### src/rtl/mac_pkg.sv
// rtl/mac_pkg.sv - shared constants and clamp-limit helpers for the pipelined MAC
package mac_pkg;

  localparam logic MODE_UNSIGNED = 1'b0;
  localparam logic MODE_SIGNED   = 1'b1;
  localparam logic ACC_LOAD      = 1'b0;
  localparam logic ACC_ADD       = 1'b1;

  // Helpers return a wide value; callers keep the low n bits.
  localparam int MAX_W = 128;

  function automatic logic [MAX_W-1:0] signed_max(input int n);
    return (MAX_W'(1) << (n - 1)) - MAX_W'(1);
  endfunction

  function automatic logic [MAX_W-1:0] signed_min(input int n);
    return MAX_W'(1) << (n - 1);
  endfunction

endpackage

### src/rtl/mac_sat_add.sv
// rtl/mac_sat_add.sv - accumulator adder with signed/unsigned overflow detect and optional clamp
module mac_sat_add
  import mac_pkg::*;
#(
  parameter int WIDTH    = 40,
  parameter bit SATURATE = 1'b0
) (
  input  logic [WIDTH-1:0] a,
  input  logic [WIDTH-1:0] b,
  input  logic             signed_mode,
  output logic [WIDTH-1:0] sum,
  output logic             ovf
);

  localparam logic [MAX_W-1:0] SMAX_FULL = signed_max(WIDTH);
  localparam logic [MAX_W-1:0] SMIN_FULL = signed_min(WIDTH);
  localparam logic [WIDTH-1:0] SMAX = SMAX_FULL[WIDTH-1:0];
  localparam logic [WIDTH-1:0] SMIN = SMIN_FULL[WIDTH-1:0];

  logic [WIDTH:0]   full;
  logic [WIDTH-1:0] wrapped;
  logic             sovf;

  assign full    = {1'b0, a} + {1'b0, b};
  assign wrapped = full[WIDTH-1:0];
  assign sovf    = (a[WIDTH-1] == b[WIDTH-1]) && (wrapped[WIDTH-1] != a[WIDTH-1]);
  assign ovf     = (signed_mode == MODE_SIGNED) ? sovf : full[WIDTH];

  // Signed overflow direction follows the (shared) operand sign.
  always_comb begin
    sum = wrapped;
    if (SATURATE && ovf) begin
      if (signed_mode == MODE_SIGNED) sum = a[WIDTH-1] ? SMIN : SMAX;
      else                            sum = '1;
    end
  end

endmodule

### src/rtl/pipelined_mac.sv
// rtl/pipelined_mac.sv - 3-stage multiply-accumulate with signed/unsigned mode and backpressure
module pipelined_mac
  import mac_pkg::*;
#(
  parameter int A_WIDTH   = 16,
  parameter int B_WIDTH   = 16,
  parameter int ACC_WIDTH = 40,
  parameter bit SATURATE  = 1'b0
) (
  input  logic                 clock,
  input  logic                 aclr,
  input  logic                 in_valid,
  output logic                 in_ready,
  input  logic [A_WIDTH-1:0]   dataa,
  input  logic [B_WIDTH-1:0]   datab,
  input  logic                 signed_mode,
  input  logic                 acc_en,
  output logic                 out_valid,
  input  logic                 out_ready,
  output logic [ACC_WIDTH-1:0] result,
  output logic                 overflow
);

  localparam int P_WIDTH = A_WIDTH + B_WIDTH;

  logic                 adv;
  logic [A_WIDTH-1:0]   a1;
  logic [B_WIDTH-1:0]   b1;
  logic                 sm1, ae1, v1;
  logic [P_WIDTH-1:0]   ax, bx, prod;
  logic [P_WIDTH-1:0]   p2;
  logic                 sm2, ae2, v2;
  logic [ACC_WIDTH-1:0] ext, acc, sum;
  logic                 ovf;

  assign adv      = !out_valid || out_ready;
  assign in_ready = adv;
  assign result   = acc;

  // Extending to the product width makes one modulo multiplier serve both modes.
  assign ax   = {{B_WIDTH{sm1 & a1[A_WIDTH-1]}}, a1};
  assign bx   = {{A_WIDTH{sm1 & b1[B_WIDTH-1]}}, b1};
  assign prod = ax * bx;

  always_comb begin
    ext = {ACC_WIDTH{sm2 & p2[P_WIDTH-1]}};
    ext[P_WIDTH-1:0] = p2;
  end

  mac_sat_add #(
    .WIDTH   (ACC_WIDTH),
    .SATURATE(SATURATE)
  ) u_add (
    .a          (acc),
    .b          (ext),
    .signed_mode(sm2),
    .sum        (sum),
    .ovf        (ovf)
  );

  always_ff @(posedge clock) begin
    if (aclr) begin
      a1 <= '0; b1 <= '0; sm1 <= 1'b0; ae1 <= 1'b0; v1 <= 1'b0;
      p2 <= '0; sm2 <= 1'b0; ae2 <= 1'b0; v2 <= 1'b0;
      acc <= '0; overflow <= 1'b0; out_valid <= 1'b0;
    end else if (adv) begin
      v1  <= in_valid;
      a1  <= dataa;
      b1  <= datab;
      sm1 <= signed_mode;
      ae1 <= acc_en;
      v2  <= v1;
      p2  <= prod;
      sm2 <= sm1;
      ae2 <= ae1;
      out_valid <= v2;
      if (v2) begin
        if (ae2 == ACC_ADD) begin
          acc      <= sum;
          overflow <= overflow | ovf;
        end else begin
          acc      <= ext;
          overflow <= 1'b0;
        end
      end
    end
  end

endmodule
### config.mk
export PLATFORM = sky130hd
export DESIGN_NAME = pipelined_mac
export DESIGN_NICKNAME = d
export VERILOG_FILES = /design/src/rtl/mac_pkg.sv /design/src/rtl/mac_sat_add.sv /design/src/rtl/pipelined_mac.sv
export SDC_FILE = /design/constraint.sdc
export NUM_CORES = 1
export LEC_CHECK = 0
export ABC_AREA = 0
export CAP_MARGIN = 20
export CORE_ASPECT_RATIO = 1.75
export CORE_MARGIN = 2
export CORE_UTILIZATION = 60
export DETAILED_ROUTE_END_ITERATION = 16
export PLACE_DENSITY = 0.8
export SYNTH_ARGS = -nofsm -noshare
export SYNTH_HDL_FRONTEND = slang
export SYNTH_SLANG_ARGS = --single-unit
### constraint.sdc
create_clock -name clock -period 11.7 [get_ports clock]
set_input_delay 2.34 -clock clock [delete_from_list [all_inputs] [get_ports clock]]
set_output_delay 2.34 -clock clock [all_outputs]
set_load 0.01 [all_outputs]
Figure 1. Clock wiring as the flow saved it.
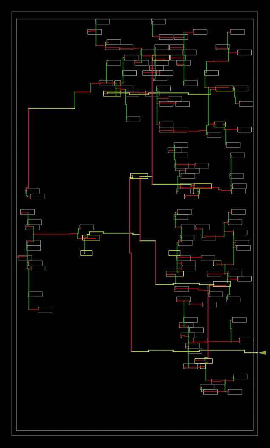
final sequential cell count: 112
clk latency late pin: 0.39 ns
cts bufs inserted: 9
CLK BUF: 9
TritonCTS Sinks: 112

Figure 2. Cell sizes after repair.
Scale: 3 px per um.
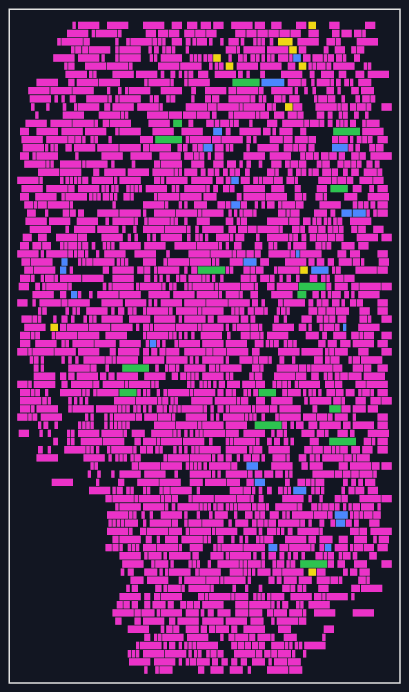
- x6 and larger: green (cells 15; most used clkbuf_16)
- x2: blue (cells 24; most used or2_2)
- x3 and x4: yellow (cells 10; most used buf_4)
- x1 and smaller: magenta (cells 1882; most used inv_1)
Area Growth Syn to Fin: 7.61%
buffers outside the clock class: 87
design area: 17900 um2

==> qor.txt <==
routed wl met3 - 2460 um
top sig layer - met4
power share of the combinational group - 50.8%
seq pwr - 509 uW
RSZ-0062 raised after global routing - no
crit start category - register
First DRT Iteration DRCs - 803
Top cell excl fill/tap - inv_1
time the worst path needs with I/O delays and setup - 7.09 ns
fill count - 2300
Slew headroom - 29.6%
vias in the first global route - 14.3k
Max VDD drop - 81.4 uV
per-cell routed wire length - 18.5 um
cells along the critical path - and2_1, nand2_1, inv_1, fa_1, fa_1, inv_1, fa_1, inv_1, fa_1, fa_1, inv_1, fa_1, inv_1, ha_1, nand2_1, o211ai_1, o22a_1, a211oi_2, a21oi_2, a311o_1, a31o_1, xor2_1, nand2_1, a21oi_1
CP endpoint kind - register
cell family with most CP delay - adder cells
inverter count - 314
n_diodes - 0
largest net degree at the start of global routing - 92
final WL - 42500 um
CP Max Fanout - 26
Core ar. - 27200 um2
Post-synth EDFFs - 0
total power - 1700 uW
flop share of the area - 12.6%
clk root buf - clkbuf_16
final setup fails - 0
multi-input combinational area share - 71.8%
Worst Path Required - 12.02 ns
Non-Filler Instances - 2300
Mapped Area - 16600 um2
Starting Density - 61.0%
Avg Inst Size Synth - 8.63 um2
Post-synth ARST share - 0%
initial antenna violation count - 0
worst path bufs/invs - 5
total number of yosys warnings - 0
P_int - 969 uW
met2 wire len - 22300 um
I/O Buffers - 80
Reg clk slew, reported paths - 0.09 ns
DR pass1 iterations - 6
Top cells excl fill/tap - inv_1, nand2_1, fa_1, and2_1, ha_1
Logic area - 12800 um2
Ports - 81
num tapcells - 369
P_comb - 866 uW
CTS resizes - 0
dpl ws - 4.67 ns
Final Hold Viols - 0
TNS Setup - 0 ns
chip height - 224 um
Pleak - 0.00870 uW
placed insts - 2284
ys flop type - dfxtp_1
first-pass GRT wire length - 70100 um
area share of buffers outside the clock network - 4.76%
slowest CP cell - dfxtp_1
Total Routing Usage GR - 31.1%
CP max stage delay - 0.89 ns
DRC viols - 0
synth cell count leaders - inv_1, fa_1, nand2_1
most numerous cell in the Yosys netlist - inv_1
post-synth cell types - 65
Nets - 2369
fmax - 0.141 GHz
CP most frequent cell - fa_1
CTS tree - done
outcome - finished clean
die width - 130 um
Area leader share - 34.1%
share of cells above drive strength 1 - 2.54%
drt via density - 5.80
Sw Share - 43.1%
Final WS setup - 4.61 ns
Area-dominant class - multi-input combinational cells
Synth Net Count - 2367
Worst Hold Slack - 0.455 ns
worst path arrival time - 7.42 ns
sequential share of the synthesized area - 13.5%
path type of the worst min-delay path - register to register
top cells, area - fa_1, dfxtp_1, ha_1, inv_1, nand2_1
layer with the highest usage - met2
Remaining Overflow, GRT - 0
num rows - 80
Antenna Violating Nets Remaining - 0
Clock Power Share - 19.3%
Cell Area, Placed - 17600 um2
register bit total from synthesis - 112
gpl congestion - 1.01
Final Slew Violations - 0
GR Util met2 - 55.9%
Post-Synthesis Cells - 1924
NetSw - 735 uW
clk buf depth - 2
Slew @ Worst Pin - 1.05 ns
Register Area - 2240 um2
top power group - combinational cells
postcts setup bufs - 0
Max-cap violations - 0
multi-input gates - 1402
critical path class - register to register
global routing usage on met1 - 33.6%
Figure 3. Register map, names as in the netlist.
Scale: 2 px per um. Other sequential cells in the stronger gray, the rest of the logic in the fainter gray.
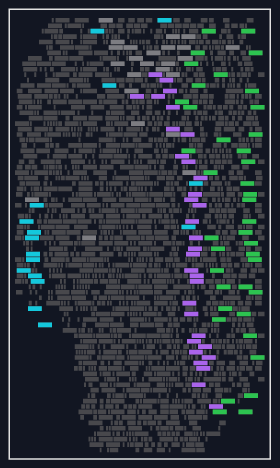
- result: green (placed flops 40; where a vertical strip on the right)
- a1: cyan (placed flops 16)
- p2: purple (placed flops 32)

## registers in the layout, indices dropped and copies added (netlist names)
name,count
b1,16
a1,16
p2,32
ae1,1
v2,1
overflow,1
v1,1
result,40
out_valid,1
ae2,1
sm2,1
sm1,1
## logic make-up (layout without fill, tap and decap cells)
logic type,after synthesis,count (layout),share of synthesized area (%)
AND/OR/NAND/NOR,605,605,17.1
buffers and inverters,410,417,9.32
adder cells (fa/ha/maj),405,405,43.3
AND-OR/OR-AND,303,303,11.9
flip-flops,112,112,13.5
XOR/XNOR,63,63,3.32
multiplexers,26,26,1.57
## path summary, 6_finish.rpt
check        slack [ns]   start  cells past startpoint     end
max reg2reg        4.61  a1[15]                     24  p2[29]
min reg2reg        0.45  a1[12]                      2  a1[12]
max                4.61  a1[15]                     24  p2[29]
min                0.45  a1[12]                      2  a1[12]
Power figures rest on the tool's default switching activity, not on a simulated workload.
